--- config.mk ---
export PLATFORM = sky130hd
export DESIGN_NAME = imem_loader
export DESIGN_NICKNAME = d
export VERILOG_FILES = /design/src/rtl/imem_loader.sv
export SDC_FILE = /design/constraint.sdc
export NUM_CORES = 1
export LEC_CHECK = 0
export CAP_MARGIN = 30
export CORE_MARGIN = 2
export CORE_UTILIZATION = 25
export DETAILED_ROUTE_END_ITERATION = 12
export PLACE_DENSITY = 0.43
export SLEW_MARGIN = 20
export SYNTH_ARGS = -nofsm -noshare
export SYNTH_HDL_FRONTEND = slang
export SYNTH_SLANG_ARGS = --single-unit
--- constraint.sdc ---
create_clock -name clk -period 4.5 [get_ports clk]
set_input_delay 0.9 -clock clk [delete_from_list [all_inputs] [get_ports clk]]
set_output_delay 0.9 -clock clk [all_outputs]
set_load 0.02 [all_outputs]
--- src/rtl/imem_loader.sv ---
// Serial instruction-memory loader: LE word count N, then N LE words, written to imem before releasing the core.
// Optional trailing checksum enabled by macro IMEM_LOADER_CHECKSUM_EN.
module imem_loader #(
  parameter int ADDR_WIDTH = 10
) (
  input  logic                  clk,
  input  logic                  reset,
  input  logic                  in_valid,
  input  logic [7:0]            in_byte,
  output logic                  out_ready,
  output logic                  out_imem_we,
  output logic [ADDR_WIDTH-1:0] out_imem_addr,
  output logic [31:0]           out_imem_wdata,
  output logic                  out_core_reset,
  output logic                  out_done,
  output logic                  out_error
);

  localparam logic [32:0] DEPTH = 33'd1 << ADDR_WIDTH;

  typedef enum logic [2:0] {
    S_LEN  = 3'd0,
    S_DATA = 3'd1,
`ifdef IMEM_LOADER_CHECKSUM_EN
    S_CHK  = 3'd2,
`endif
    S_DONE = 3'd3,
    S_ERR  = 3'd4
  } state_t;

`ifdef IMEM_LOADER_CHECKSUM_EN
  localparam state_t S_TAIL = S_CHK;
`else
  localparam state_t S_TAIL = S_DONE;
`endif

  state_t                state_r;
  state_t                state_nxt_s;
  logic [1:0]            byte_cnt_r;
  logic [23:0]           asm_r;
  logic [ADDR_WIDTH:0]   word_cnt_r;
  logic [ADDR_WIDTH:0]   last_idx_r;
  logic                  we_r;
  logic [ADDR_WIDTH-1:0] addr_r;
  logic [31:0]           wdata_r;
  logic                  ready_r;
  logic                  core_reset_r;
  logic                  done_r;
  logic                  error_r;
  logic                  accept_s;
  logic                  last_byte_s;
  logic [31:0]           full_s;
`ifdef IMEM_LOADER_CHECKSUM_EN
  logic [31:0]           sum_r;
`endif

  assign accept_s    = in_valid & ready_r;
  assign last_byte_s = accept_s & (byte_cnt_r == 2'd3);
  // Completed word: three buffered bytes below the byte arriving now.
  assign full_s      = {in_byte, asm_r};

  // Next-state decode.
  always_comb begin
    state_nxt_s = state_r;
    case (state_r)
      S_LEN: begin
        if (last_byte_s) begin
          if (full_s == 32'd0) begin
            state_nxt_s = S_TAIL;
          end else if ({1'b0, full_s} > DEPTH) begin
            state_nxt_s = S_ERR;
          end else begin
            state_nxt_s = S_DATA;
          end
        end else begin
          state_nxt_s = state_r;
        end
      end
      S_DATA: begin
        if (last_byte_s && (word_cnt_r == last_idx_r)) begin
          state_nxt_s = S_TAIL;
        end else begin
          state_nxt_s = state_r;
        end
      end
`ifdef IMEM_LOADER_CHECKSUM_EN
      S_CHK: begin
        if (last_byte_s) begin
          state_nxt_s = (full_s == sum_r) ? S_DONE : S_ERR;
        end else begin
          state_nxt_s = state_r;
        end
      end
`endif
      S_DONE:  state_nxt_s = S_DONE;
      S_ERR:   state_nxt_s = S_ERR;
      default: state_nxt_s = S_ERR;
    endcase
  end

  // State register and status outputs; core reset drops one cycle after DONE is entered.
  always_ff @(posedge clk) begin
    if (!reset) begin
      state_r      <= S_LEN;
      ready_r      <= 1'b0;
      core_reset_r <= 1'b1;
      done_r       <= 1'b0;
      error_r      <= 1'b0;
    end else begin
      state_r      <= state_nxt_s;
      ready_r      <= (state_nxt_s == S_LEN) || (state_nxt_s == S_DATA)
`ifdef IMEM_LOADER_CHECKSUM_EN
                      || (state_nxt_s == S_CHK)
`endif
                      ;
      core_reset_r <= (state_r != S_DONE);
      done_r       <= (state_r == S_DONE);
      error_r      <= (state_r == S_ERR);
    end
  end

  // Byte assembly, word counting and the registered write port.
  always_ff @(posedge clk) begin
    if (!reset) begin
      byte_cnt_r <= 2'd0;
      asm_r      <= 24'd0;
      word_cnt_r <= '0;
      last_idx_r <= '0;
      we_r       <= 1'b0;
      addr_r     <= '0;
      wdata_r    <= 32'd0;
    end else begin
      we_r <= 1'b0;
      if (accept_s) begin
        byte_cnt_r <= byte_cnt_r + 2'd1;
        asm_r      <= {in_byte, asm_r[23:8]};
        if (byte_cnt_r == 2'd3) begin
          case (state_r)
            S_LEN: last_idx_r <= full_s[ADDR_WIDTH:0] - (ADDR_WIDTH+1)'(1);
            S_DATA: begin
              we_r       <= 1'b1;
              addr_r     <= word_cnt_r[ADDR_WIDTH-1:0];
              wdata_r    <= full_s;
              word_cnt_r <= word_cnt_r + (ADDR_WIDTH+1)'(1);
            end
            default: ;
          endcase
        end
      end
    end
  end

`ifdef IMEM_LOADER_CHECKSUM_EN
  // Running mod-2^32 sum of every written word.
  always_ff @(posedge clk) begin
    if (!reset) begin
      sum_r <= 32'd0;
    end else if (last_byte_s && (state_r == S_DATA)) begin
      sum_r <= sum_r + full_s;
    end
  end
`endif

  assign out_ready      = ready_r;
  assign out_imem_we    = we_r;
  assign out_imem_addr  = addr_r;
  assign out_imem_wdata = wdata_r;
  assign out_core_reset = core_reset_r;
  assign out_done       = done_r;
  assign out_error      = error_r;

endmodule

==> run_results.csv <==
group,metric,value,unit
timing,maxSlewHeadroom,54.3,%
grt,grt_antenna_before_repair,0,
power,p_leak,1.94,nW
setup_path,data_arrival_at_the_endpoint_of_the_critical_path,3.03,ns
yosys,synth_simple_gate_area_share,23.7,%
route,vias_per_cell,4.32,
timing,final_period_minus_worst_setup_slack,2.73,ns
yosys,yosys-mux-area-fraction,0,%
timing,finClkSkew,0.00802,ns
final_layout,insertedDiodeCount,0,
final_layout,drive_gt1_share,4.63,%
power,seq_power_share,49.7,%
yosys,most_common_cell,"nand2_1",
yosys,synthTopCellsByArea,"dfxtp_1 48%, nand2_1 14%, a21boi_0 13%, xor2_1 4.1%, o211a_1 2.2%",
die,width_of_the_chip,131,µm
hold_path,worst_hold_path.num_cells,2,
setup_path,slowest_stage_cell_cp,"or4_4",
clock_tree,post_cts_resize_count,0,
timing,tightest_slew,0.685,ns
hold_path,holdCritPathClass,"reg -> reg",
power,netSwitchingPower,380,µW
route,drt_drc_violations_left,0,
placement,hpwl,6610,µm
clock_tree,path_clk_slew,0.07,ns
yosys,yosys-stat-cells,467,
yosys,yosys-dominant-comb-family,"simple AND/OR/NAND/NOR gates",
job,drv_cap,0,
outcome,run_status,"finished clean",
timing,worst_hold_slack,0.462,ns
clock_tree,clock_tree.root_cell,"clkbuf_16",
yosys,aoi_share,17.5,%
yosys,syn_area,4050,µm²
setup_path,cp_cell_sequence,"clkdlybuf4s50_1, nor4_1, nand4_1, or4_4, o41ai_1, and4bb_1",
power,power.ir.vdd_worst,0.000181,V
setup_path,path_max_fanout,3,
timing,finalSetupViolations,0,
final_layout,syn_to_final_growth,27.0,%
setup_path,critical_path_launch_point,"in_byte[6]",
grt,use_met3,3.97,%
die,floorplan.core_util,25.6,%
setup_path,critical_path.reg2reg.startpoint,"byte_cnt_r[0]",
yosys,post_synth_edffs,0,
yosys,synth_nets,482,
job,openroad.warnings,27,
yosys,async_flop_share,0,%
clock_tree,htree_num_levels,3,
yosys,yosysWarningCount,0,
route,drt_iter0_drc,217,
die,floorplan.rows,46,
clock_tree,cts_tree,"built",
yosys,synth-seq-cells,98,
placement,globalplace.congestion,0.763,
clock_tree,post-cts-setup-buffers,0,
grt,met1_capacity_usage_during_global_routing,14.4,%
grt,wire_length_of_the_first_global_routing_pass,15700,µm
clock_tree,clock_sinks,98,
yosys,yosys.stat.chipArea,4050,µm²
grt,top_usage_layer,"met2",
clock_tree,clock_tree_buf_depth,2,
yosys,ys_sh_xor,5.84,%
grt,first_global_vias,2941,
yosys,syn-mean-instance-area,8.67,µm²
power,power_report.internal_total,1.39,mW
die,num_io_pins,58,
timing,unrepaired_setup_endpoints_after_global_routing,"false",
yosys,ys_dominant_reg_cell,"dfxtp_1",
power,p_per_area,344,nW/µm²
die,die_area,17200,µm²
power,power.share.switching,21.5,%
setup_path,cp.required,4.80,ns
yosys,synthAdderAreaFrac,1.24,%
grt,maximum_number_of_pins_on_one_net_before_global_route_repair,60,
final_layout,final_net_count,528,
yosys,post_synth_most_frequent_cells,"154 x nand2_1, 98 x dfxtp_1, 72 x a21boi_0",
hold_path,worst_hold_startpoint,"out_imem_wdata[17]",
setup_path,critPathMaxStageDelay,0.52,ns
setup_path,timing.critical_path.from_type,"input pin",
yosys,top_cell_area_share,48.5,%
yosys,post-synth-top-area-cell,"dfxtp_1",
route,drt_pass_1_iters,6,
clock_tree,clk_latency,0.35,ns
clock_tree,cts-buffers-inserted,9,
timing,max_freq,366,MHz
grt,globalRoute.totalOverflow,0,
timing,totalNegativeSetupSlack,0,ns
route,drt.antenna.violating_nets,0,
power,pwr-share-clk,46.9,%
setup_path,worstSetupEndpointType,"register",
die,die.size.y,131,µm
clock_tree,cts_hold_repair.buffers,0,
yosys,ys_seq_share,48.5,%
setup_path,timing_worst_setup_path_type,"in -> reg",
placement,post-place-cells,716,
placement,io_buffers,57,
setup_path,worst_reg2reg_path_depth,6,
power,comb_power_share,3.4,%
yosys,synthesis.instances,467,
die,coreArea,15800,µm²
timing,final-max-slew-violation-count,0,
timing,min_period_over_period,60.6,%
route,total_detailed_routing_wirelength,9770,µm
yosys,synth_cell_type_count,38,
timing,final_hold_viol_count,0,
critical path, delay by kind of cell:
family                 cells  cell delay (ns)
AND-OR/OR-AND              1             0.39
buffers and inverters      1             0.45
AND/OR/NAND/NOR            4             1.29
power by group through the flow:
stage / Sequential (mW) / Clock [mW] / Combinational (mW)
after floorplan: 0.899 / 0 / 0.0380
after global placement: 0.901 / 0 / 0.0590
after detailed placement: 0.901 / 0 / 0.0596
after CTS: 0.881 / 0.860 / 0.0597
after global routing: 0.882 / 0.892 / 0.0672
final: 0.881 / 0.830 / 0.0598
kinds of logic after synthesis:
logic type      Yosys count
compound gates           93
xor+xnor                 27
fa+ha+maj                 4
buf+inv                  32
flops                    98
simple gates            213
cell type report:
type                       count  area (µm²)
fill                        1673       10700
sequential                    98        1960
multi-input combinational    337        1950
timing repair buffer          63         626
tap                          216         270
clock buffer                  10         229
clock inverter                 6        87.6
inverter                       4        15.0
per-layer routing:
metal,share of wire [%],vias up
met2,47,49
li1,-,1649
met3,4.3,10
met4,1.3,0
met1,47,1463
met5,0,-
sequential cells by signal (all words and copies together), names as in the netlist:
| signal | flops |
|---|---|
| last_idx_r | 11 |
| byte_cnt_r | 2 |
| out_done | 1 |
| out_imem_we | 1 |
| out_imem_addr | 10 |
| out_imem_wdata | 32 |
| asm_r | 24 |
| state_r | 3 |
| out_error | 1 |
| word_cnt_r | 11 |
| out_ready | 1 |
| out_core_reset | 1 |
stage by stage:
| step | cell area, µm² | power (mW) | setup slack, ns |
|---|---|---|---|
| after floorplan | 4050 | 0.937 | 2.03 |
| after global placement | 4800 | 0.960 | 1.37 |
| after detailed placement | 4800 | 0.961 | 1.39 |
| after CTS | 5110 | 1.80 | 1.76 |
| after global routing | 5140 | 1.84 | 1.66 |
| final | 5140 | 1.77 | 1.77 |
cell usage in the layout (no fill, tap or decap), types with 3 or more instances in the layout:
| master | n |
|---|---|
| nand2_1 | 154 |
| dfxtp_1 | 98 |
| a21boi_0 | 72 |
| clkdlybuf4s50_1 | 56 |
| xor2_1 | 19 |
| and2_1 | 12 |
| o211a_1 | 9 |
| clkbuf_16 | 9 |
| xnor2_1 | 8 |
| o21ai_0 | 6 |
| nor4_1 | 6 |
| nand3_1 | 5 |
| nor3_1 | 5 |
| inv_1 | 4 |
| nand4_1 | 4 |
| or3_1 | 4 |
| nor2_1 | 4 |
| and3_1 | 4 |
| ha_1 | 4 |
| buf_4 | 4 |
| nor2b_1 | 3 |
worst paths after layout:
path	end	slack (ns)
max	state_r[1]	1.77
max reg2reg	out_imem_wdata[13]	2.22
min	out_imem_wdata[17]	0.46
min reg2reg	out_imem_wdata[17]	0.46
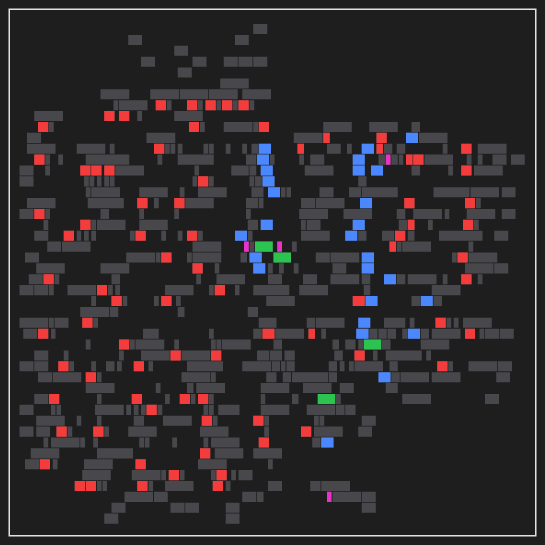
(logic cells by family)
Drawn at 4 px/µm.
aoi and oai cells: drawn in red, cells 81, where widely spread. inv cells: drawn in magenta, cells 4. xor and xnor cells: drawn in blue, cells 27. fa/ha/maj cells: drawn in green, cells 4, where middle.
count of non-filler cells in the finished layout: 734
multi-input gate share of the layout cell area: 38.0%
highest-count logic cell in the final layout: nand2_1

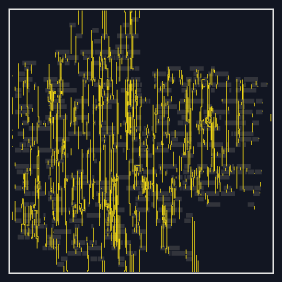
(met2 routing)
Drawn at 2 px/µm.
The wires run mostly vertical. The layer holds 47% of the routed length. The longest straight run is 55.8 µm. The layer carries 4,630 µm of wire. 409 nets have wire on it.
via count: 3,171
GR Util met2: 19.0%

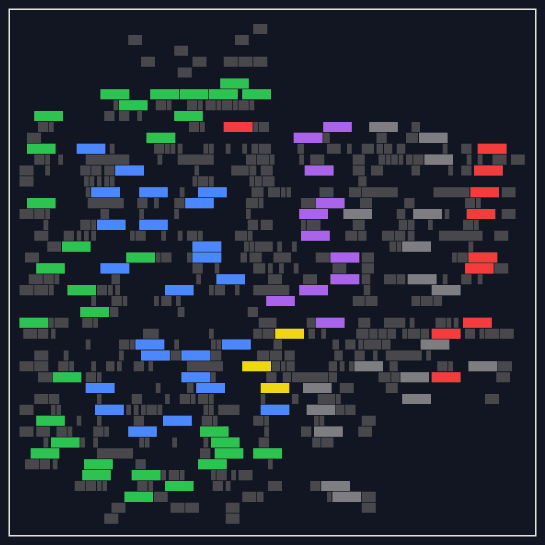
(sequential cells grouped by signal name)
Drawn at 4 px/µm.
out_imem_addr: drawn in red, placed flops 10. last_idx_r: drawn in purple, placed flops 11, where middle. out_imem_wdata: drawn in green, placed flops 32. asm_r: drawn in blue, placed flops 24. state_r: drawn in yellow, placed flops 3.
Another 18 sequential cells are not colored.

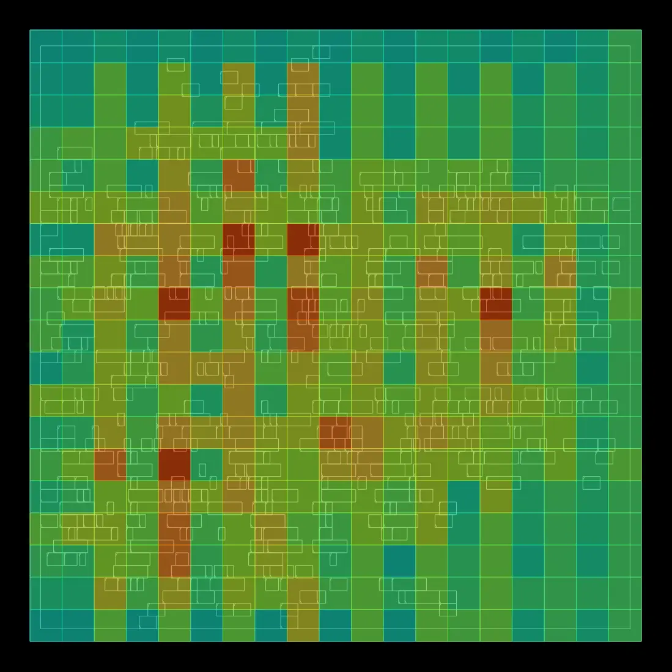
(routing congestion map)
overall global routing resource usage: 11.6%
final cell utilization of the core: 32.5%
post-detailed-route wirelength per cell: 13.3 µm

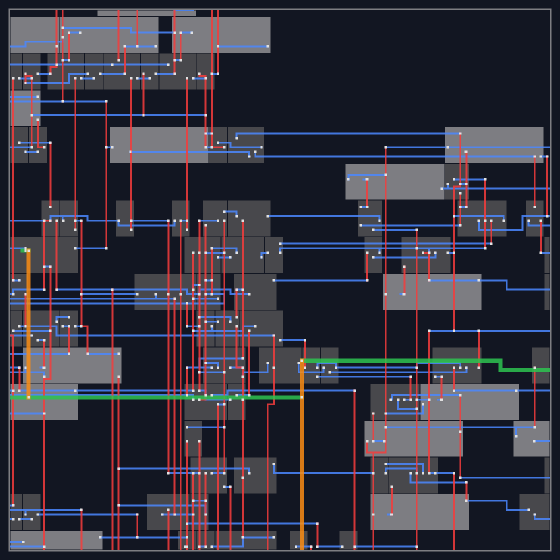
(zoomed window)
Region (46, 72) to (86, 112) µm. Cells in gray, sequential cells in the stronger gray; small squares are vias.
M3: drawn in green. M2: drawn in red. M4: drawn in orange. M1: drawn in blue.
Most frequent: nand2_1 (23), dfxtp_1 (13). Sequential cells in the window: 13. 72 logic cells have their middle in the window. Netlist names of flops here include last_idx_r (6), asm_r (3), out_imem_wdata (3).

Power figures rest on the tool's default switching activity, not on a simulated workload.
